<file path="src/rtl/multi_cycle_issue_scheduler.sv">
// Issue-side controller for a fixed-latency, non-stallable multi-cycle ALU and a
// single-cycle ALU: hazard blocking, writeback-port arbitration and op select.
module multi_cycle_issue_scheduler #(
    parameter int unsigned MC_LATENCY = 3,
    parameter int unsigned REG_BITS   = 5
) (
    input  logic                clk,
    input  logic                reset,
    input  logic                flush_i,
    input  logic                issue_valid_i,
    input  logic                issue_multi_i,
    input  logic [5:0]          issue_op_i,
    input  logic [REG_BITS-1:0] issue_dest_i,
    input  logic [REG_BITS-1:0] issue_src1_i,
    input  logic [REG_BITS-1:0] issue_src2_i,
    output logic                issue_ready_o,
    output logic [5:0]          mc_operation_o,
    output logic                wb_valid_o,
    output logic [REG_BITS-1:0] wb_dest_o,
    output logic                wb_from_multi_o,
    output logic                busy_o
);

    localparam int unsigned TOP      = MC_LATENCY - 1;
    localparam int unsigned CONFLICT = MC_LATENCY - 2;

    logic [MC_LATENCY-1:0] slot_valid;
    logic [REG_BITS-1:0]   slot_dest [MC_LATENCY];
    logic                  sc_valid;
    logic [REG_BITS-1:0]   sc_dest;
    logic                  hazard;
    logic                  wb_conflict;
    logic                  accept;

    always_comb begin
        hazard = 1'b0;
        for (int unsigned i = 0; i < MC_LATENCY; i++) begin
            if (slot_valid[i] && (slot_dest[i] == issue_src1_i || slot_dest[i] == issue_src2_i ||
                                  slot_dest[i] == issue_dest_i))
                hazard = 1'b1;
        end
        if (sc_valid && (sc_dest == issue_src1_i || sc_dest == issue_src2_i || sc_dest == issue_dest_i))
            hazard = 1'b1;
        // An op one stage short of writeback lands on the port together with a single-cycle op issued now
        wb_conflict    = !issue_multi_i && slot_valid[CONFLICT];
        issue_ready_o  = !reset && !flush_i && !hazard && !wb_conflict;
        accept         = issue_valid_i && issue_ready_o;
        mc_operation_o = (accept && issue_multi_i) ? issue_op_i : '0;
    end

    always_ff @(posedge clk) begin
        if (reset || flush_i) begin
            slot_valid <= '0;
            sc_valid   <= 1'b0;
        end else begin
            slot_valid <= {slot_valid[MC_LATENCY-2:0], accept && issue_multi_i};
            sc_valid   <= accept && !issue_multi_i;
        end
        slot_dest[0] <= issue_dest_i;
        for (int unsigned i = 1; i < MC_LATENCY; i++)
            slot_dest[i] <= slot_dest[i-1];
        sc_dest <= issue_dest_i;
    end

    always_comb begin
        wb_valid_o      = 1'b0;
        wb_dest_o       = '0;
        wb_from_multi_o = 1'b0;
        busy_o          = 1'b0;
        if (!reset) begin
            busy_o = |slot_valid;
            if (slot_valid[TOP]) begin
                wb_valid_o      = 1'b1;
                wb_dest_o       = slot_dest[TOP];
                wb_from_multi_o = 1'b1;
            end else if (sc_valid) begin
                wb_valid_o = 1'b1;
                wb_dest_o  = sc_dest;
            end
        end
    end

    always_ff @(posedge clk) begin
        if (!reset)
            assert (!(slot_valid[TOP] && sc_valid));
    end

endmodule

</file>
<file path="config.mk">
export PLATFORM = sky130hd
export DESIGN_NAME = multi_cycle_issue_scheduler
export DESIGN_NICKNAME = d
export VERILOG_FILES = /design/src/rtl/multi_cycle_issue_scheduler.sv
export SDC_FILE = /design/constraint.sdc
export NUM_CORES = 1
export LEC_CHECK = 0
export CAP_MARGIN = 10
export CORE_MARGIN = 5
export CORE_UTILIZATION = 45
export CTS_CLUSTER_DIAMETER = 50
export CTS_CLUSTER_SIZE = 8
export DETAILED_ROUTE_END_ITERATION = 10
export GPL_ROUTABILITY_DRIVEN = 0
export MAX_ROUTING_LAYER = met4
export PLACE_DENSITY = 0.77
export SKIP_LAST_GASP = 1
export SLEW_MARGIN = 5
export SYNTH_ARGS = -nofsm -noshare
export SYNTH_HDL_FRONTEND = slang
export SYNTH_SLANG_ARGS = --single-unit
</file>
<file path="constraint.sdc">
create_clock -name clk -period 2.1 [get_ports clk]
set_clock_uncertainty 0.05 [all_clocks]
set_input_delay 0.42 -clock clk [delete_from_list [all_inputs] [get_ports clk]]
set_output_delay 0.42 -clock clk [all_outputs]
set_load 0.005 [all_outputs]
</file>
==> notes.md, run 1 <==
Implementation status.

- The initial antenna violation count is 0.
- Per the area breakdown, the dominant cell category is logic gates.
- Sequential cells burn between 40 and 50% of the power.
- The total net switching power is just over 300 µW.
- The wire length on met1 is ~2.1 mm.
- The destination of the worst register-to-register timing path is slot_valid[0]$_SDFF_PP0_.
- Looking at the max-slew report, the worst-margin pin has a slew of around 0.56 ns.
- The number of inserted diodes is 0.
- The hold path endpoint is sc_dest[0]$_DFF_P_.
- Leaving out fill and tap cells, the most frequent cells in the layout are 34 x sky130_fd_sc_hd__buf_4, 19 x sky130_fd_sc_hd__xnor2_1, 17 x sky130_fd_sc_hd__xor2_1.
- The final layout contains a sequential cell count of 19.
- The non-filler instance count after layout is around 250.
- The post-placement setup slack is -0.948 ns.
- After clock tree synthesis, the clock-pin slew on the worst setup and hold paths is around 0.12 ns.
- The flow ran to the end, but the final reports show violations.
- In the post-route analysis, the smallest setup slack over all paths is -0.485 ns.
- The count of routing violations after the opening detailed-route iteration is approximately 110.
- The cell area after layout is around 2200 µm².
- The slack of the worst reg-to-reg path is 0.13 ns.
- The clock tree cell share of total cell area is under 10%.
- In this run, synthesis inferred 0 flip-flops with an integrated enable.
- The register with the most flip-flops in the layout has 11 of them.
- The final power report lists total power as just over 900 µW.
- The met3 wire length is approximately 350 µm.
- The clock network consumes a total of approximately 190 µW.
- The netlist area before placement is 1180 µm².
- The number of endpoints failing setup at the final stage is 7.
- The count of warning messages emitted by the tools is 28.
- In this run the static leakage power is slightly below 1 nW.
- The synthesized flop and latch total is 19.
- Setup repair after global routing could not meet its margin everywhere.
- In the Yosys stats the netlist draws on 22 distinct library cells.
- For the worst min-delay path, the startpoint reported by OpenROAD is issue_dest_i[0].
- Hold timing on the final database bottoms out at a slack of roughly 0.26 ns.
- The average instance in the mapped netlist occupies 8.64 µm².
- The combinational gate area is 986 µm².
- The total wire length after detailed routing is approximately 5.2 mm.
- The final cycle utilization of the critical path is 123%.
- The final reports fail on negative setup slack.
- The registers reported with the highest flop counts are slot_dest x11, sc_dest x4, slot_valid x3.
- The number of logic stages on the critical path including buffering is 9.
- The critical path data required time is ~1.6 ns.
- The critical path start-end classification is in -> out.
- The async set-reset flop share out of synthesis is 0%.
- The number of well taps is 30.
- The net count reported at finish is about 250.
- The largest buffer count on any clock path is 2.
- The first TritonRoute pass finished after 4 iterations.
- The relative contribution of the clock network to total power is 21.3%.
==> run_1/io_fan.png <==
Scale bar: 20 µm.
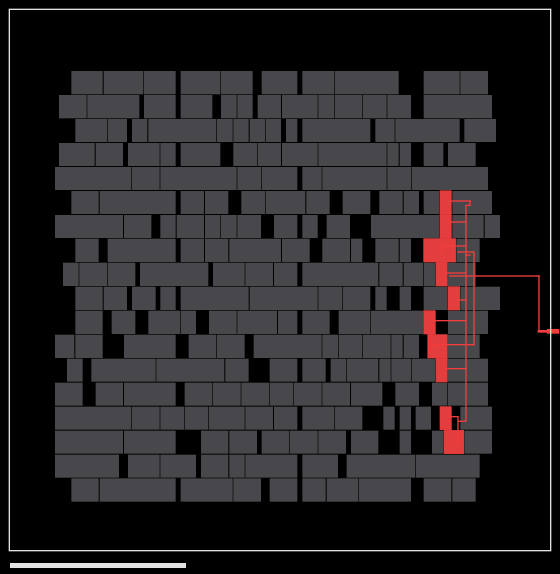
- red: reset (direction input; edge east; end cells 10; buffers 2; wire 83.3 µm)
total of buffers placed on input and output ports: 40
ports placed on the boundary: 41

==> run_1/detail.png <==
Region (0, 21) to (40, 61) µm. Cells in grey, sequential cells in the stronger grey; small squares are vias.
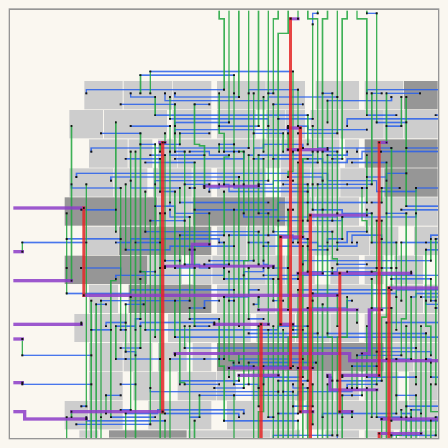
- green: metal 2
- red: metal 4
- blue: metal 1
- purple: metal 3
- cells with their middle in the window: 102
- netlist names of flops here include: slot_dest (5), sc_dest (3)
- most frequent: buf_4 (17), xnor2_1 (8), nand3_1 (8)
- sequential cells in the window: 9

==> run_1/flops_by_reg.png <==
Scale bar: 20 µm. Other sequential cells in the stronger grey, the rest of the logic in the fainter grey.
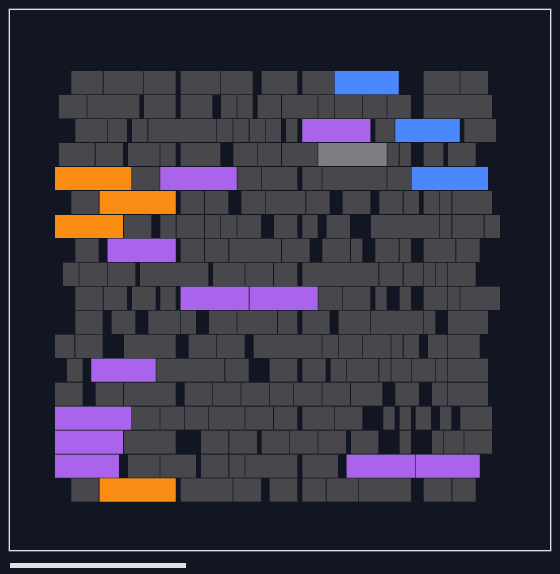
- purple: slot_dest (sequential cells 11)
- orange: sc_dest (sequential cells 4)
- blue: slot_valid (sequential cells 3)
- not coloured: 1
final standard cell utilization of the core: 87.3%
register cell area after layout: 413 µm²
flip-flop and latch share of the layout cell area: 18.9%

--- run 2 (diff from run 1) ---
Settings changed: SETUP_SLACK_MARGIN from default to 0.3.
==> run_2/clocks.png <==
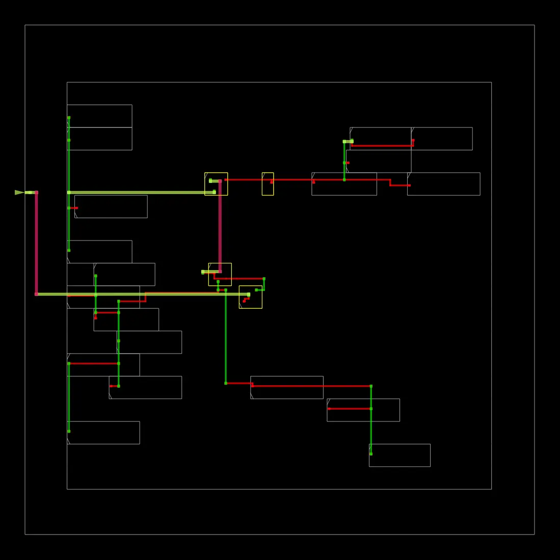
sequential cells: 19
power drawn by the clock network: 188 µW
Num CTS Buffers: 3

==> run_2/flops_by_reg.png <==
Scale bar: 20 µm. Other sequential cells in the stronger grey, the rest of the logic in the fainter grey.
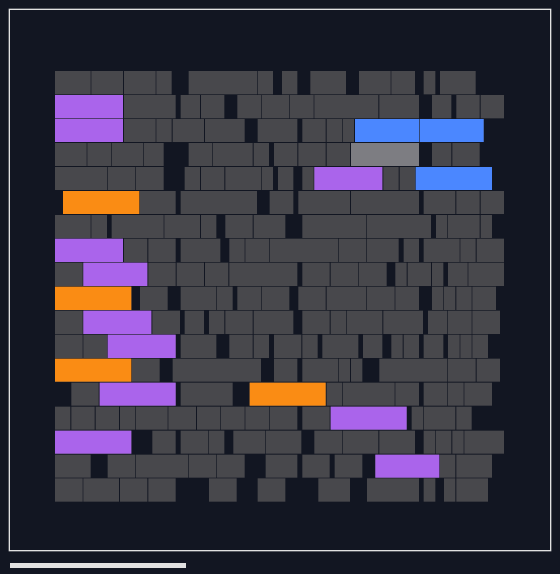
- purple: slot_dest (sequential cells 11)
- orange: sc_dest (sequential cells 4)
- blue: slot_valid (sequential cells 3)
final standard cell utilization of the core: 90.2%
flip-flop and latch share of the layout cell area: 18.6%
Seq. pwr: 406 µW
register cell area after layout: 419 µm²

==> run 2 against run 1 <==
Against the previous run: the run still ends with negative setup slack left; critical path depth decreased by 2; cell count increased by 1.6%; flip-flop count unchanged; routed wire length increased by 10%; first-iteration DRC count increased by 6.3%; global-route usage increased by 1.8 points; final area increased by 3.4%; utilization increased by 3.0 points.
==> notes.md, run 2 <==
Implementation status.

- The maximum number of pins on one net before global-route repair is 11 (was 14).
- The total net switching power is 296 µW (was 302 µW).
- The clock tree from TritonCTS is yes (unchanged).
- The number of placed cells counting well taps is 230 (unchanged).
- The post-placement setup slack was -0.861 ns (was -0.948 ns).
- The effective utilization at floorplan is 47.3% (unchanged).
- The number of max-slew violations in the final report is 0 (unchanged).
- The worst hold slack is 0.269 ns (was 0.259 ns).
- The wire length on met1 was 2.23 mm (was 2.08 mm).
- The clock tree cell share of total cell area is 1.16% (was 1.26%).
- The number of cell instances after yosys synthesis is 137 (unchanged).
- Failing checks: negative setup slack (unchanged).
- The maximum frequency from static timing analysis came to 406 MHz (was 387 MHz).
- The total wire length after detailed routing is 5.76 mm (was 5.23 mm).
- The async set-reset flop share out of synthesis is 0% (unchanged).
- The switching part of the total power is 32.6% (was 33.1%).
- The critical path start-end classification is reg -> out (was in -> out).
- The global-route met2 utilization is 44.7% (was 41.4%).
- The critical path data required time is 1.63 ns (about the same).
- The first-pass iteration count of the detailed router is 6 (was 4).
- The final cycle utilization of the critical path is 117% (was 123%).
- The number of well taps is 30 (unchanged).
- Unrepaired setup endpoints after global routing: yes (unchanged).
- The final worst-path setup slack was -0.363 ns (was -0.485 ns).
- The top cell class by occupied area is logic gates (unchanged).
- Result of the run: complete, but fails checks (unchanged).
- The net count reported at finish was 250 (was 246).
- The count of routing violations after the opening detailed-route iteration is 119 (was 112).
- The floorplan die height is 61.3 µm (unchanged).
- The number of hold buffers added after cts came to 0 (unchanged).
- The clock edge transition at the registers on the reported setup and hold paths is 0.11 ns (was 0.12 ns).
- The combinational gate area came to 1010 µm² (was 986 µm²).
- The total power of the final layout came to 909 µW (was 913 µW).
- The netlist area before placement came to 1180 µm² (unchanged).
- The slack of the worst reg-to-reg path is 0.26 ns (was 0.13 ns).
- The largest buffer count on any clock path came to 2 (unchanged).
- The number of inserted diodes is 0 (unchanged).
- The minimum period implied by the final worst setup slack came to 2.46 ns (was 2.58 ns).
- The launch instance of the worst min-delay path is issue_dest_i[2] (was issue_dest_i[0]).
- The number of flip-flops in the largest register came to 11 (unchanged).
- The destination of the worst register-to-register timing path is sc_valid$_SDFF_PP0_ (was slot_valid[0]$_SDFF_PP0_).
- The relative contribution of the clock network to total power came to 20.7% (was 21.3%).
- The number of synthesized flops with an enable pin is 0 (unchanged).
- The count of warning messages emitted by the tools is 28 (unchanged).
- The reported leakage power is 0.955 nW (was 0.967 nW).
- The synthesized area per cell is 8.64 µm² (unchanged).
- The initial antenna violation count is 0 (unchanged).
- The met3 wire length is 453 µm (was 348 µm).
- The signal arrival time at the worst endpoint is 1.99 ns (was 2.11 ns).
- The number of logic stages on the critical path including buffering was 7 (was 9).
- The top-level port count was 41 (unchanged).
- The non-filler instance count after layout is 253 (was 249).
- The synthesized flop and latch total is 19 (unchanged).
- Largest registers ranked by flip-flop count: slot_dest x11, sc_dest x4, slot_valid x3 (unchanged).
- The transition at the pin with the smallest max-transition slack is 0.352 ns (was 0.562 ns).
- The worst-case reg-to-reg path depth came to 9 (was 6).
- The sequential fraction of design power came to 44.6% (was 44.1%).
- The register name with the most flops is slot_dest (unchanged).
- The hold path endpoint is sc_dest[2]$_DFF_P_ (was sc_dest[0]$_DFF_P_).
- The number of endpoints failing setup at the final stage was 7 (unchanged).
- Most common logic cells in the final layout: 31 x sky130_fd_sc_hd__buf_4, 23 x sky130_fd_sc_hd__xor2_1, 14 x sky130_fd_sc_hd__xnor2_1 (was 34 x sky130_fd_sc_hd__buf_4, 19 x sky130_fd_sc_hd__xnor2_1, 17 x sky130_fd_sc_hd__xor2_1).
- The class of the worst hold path is in -> reg (unchanged).
- The row count came to 18 (unchanged).
- The cell area after layout was 2260 µm² (was 2180 µm²).
- The unique cell type count in the Yosys netlist came to 22 (unchanged).
- The count of buffers inserted at the top-level ports is 40 (unchanged).
Power figures rest on the tool's default switching activity, not on a simulated workload.
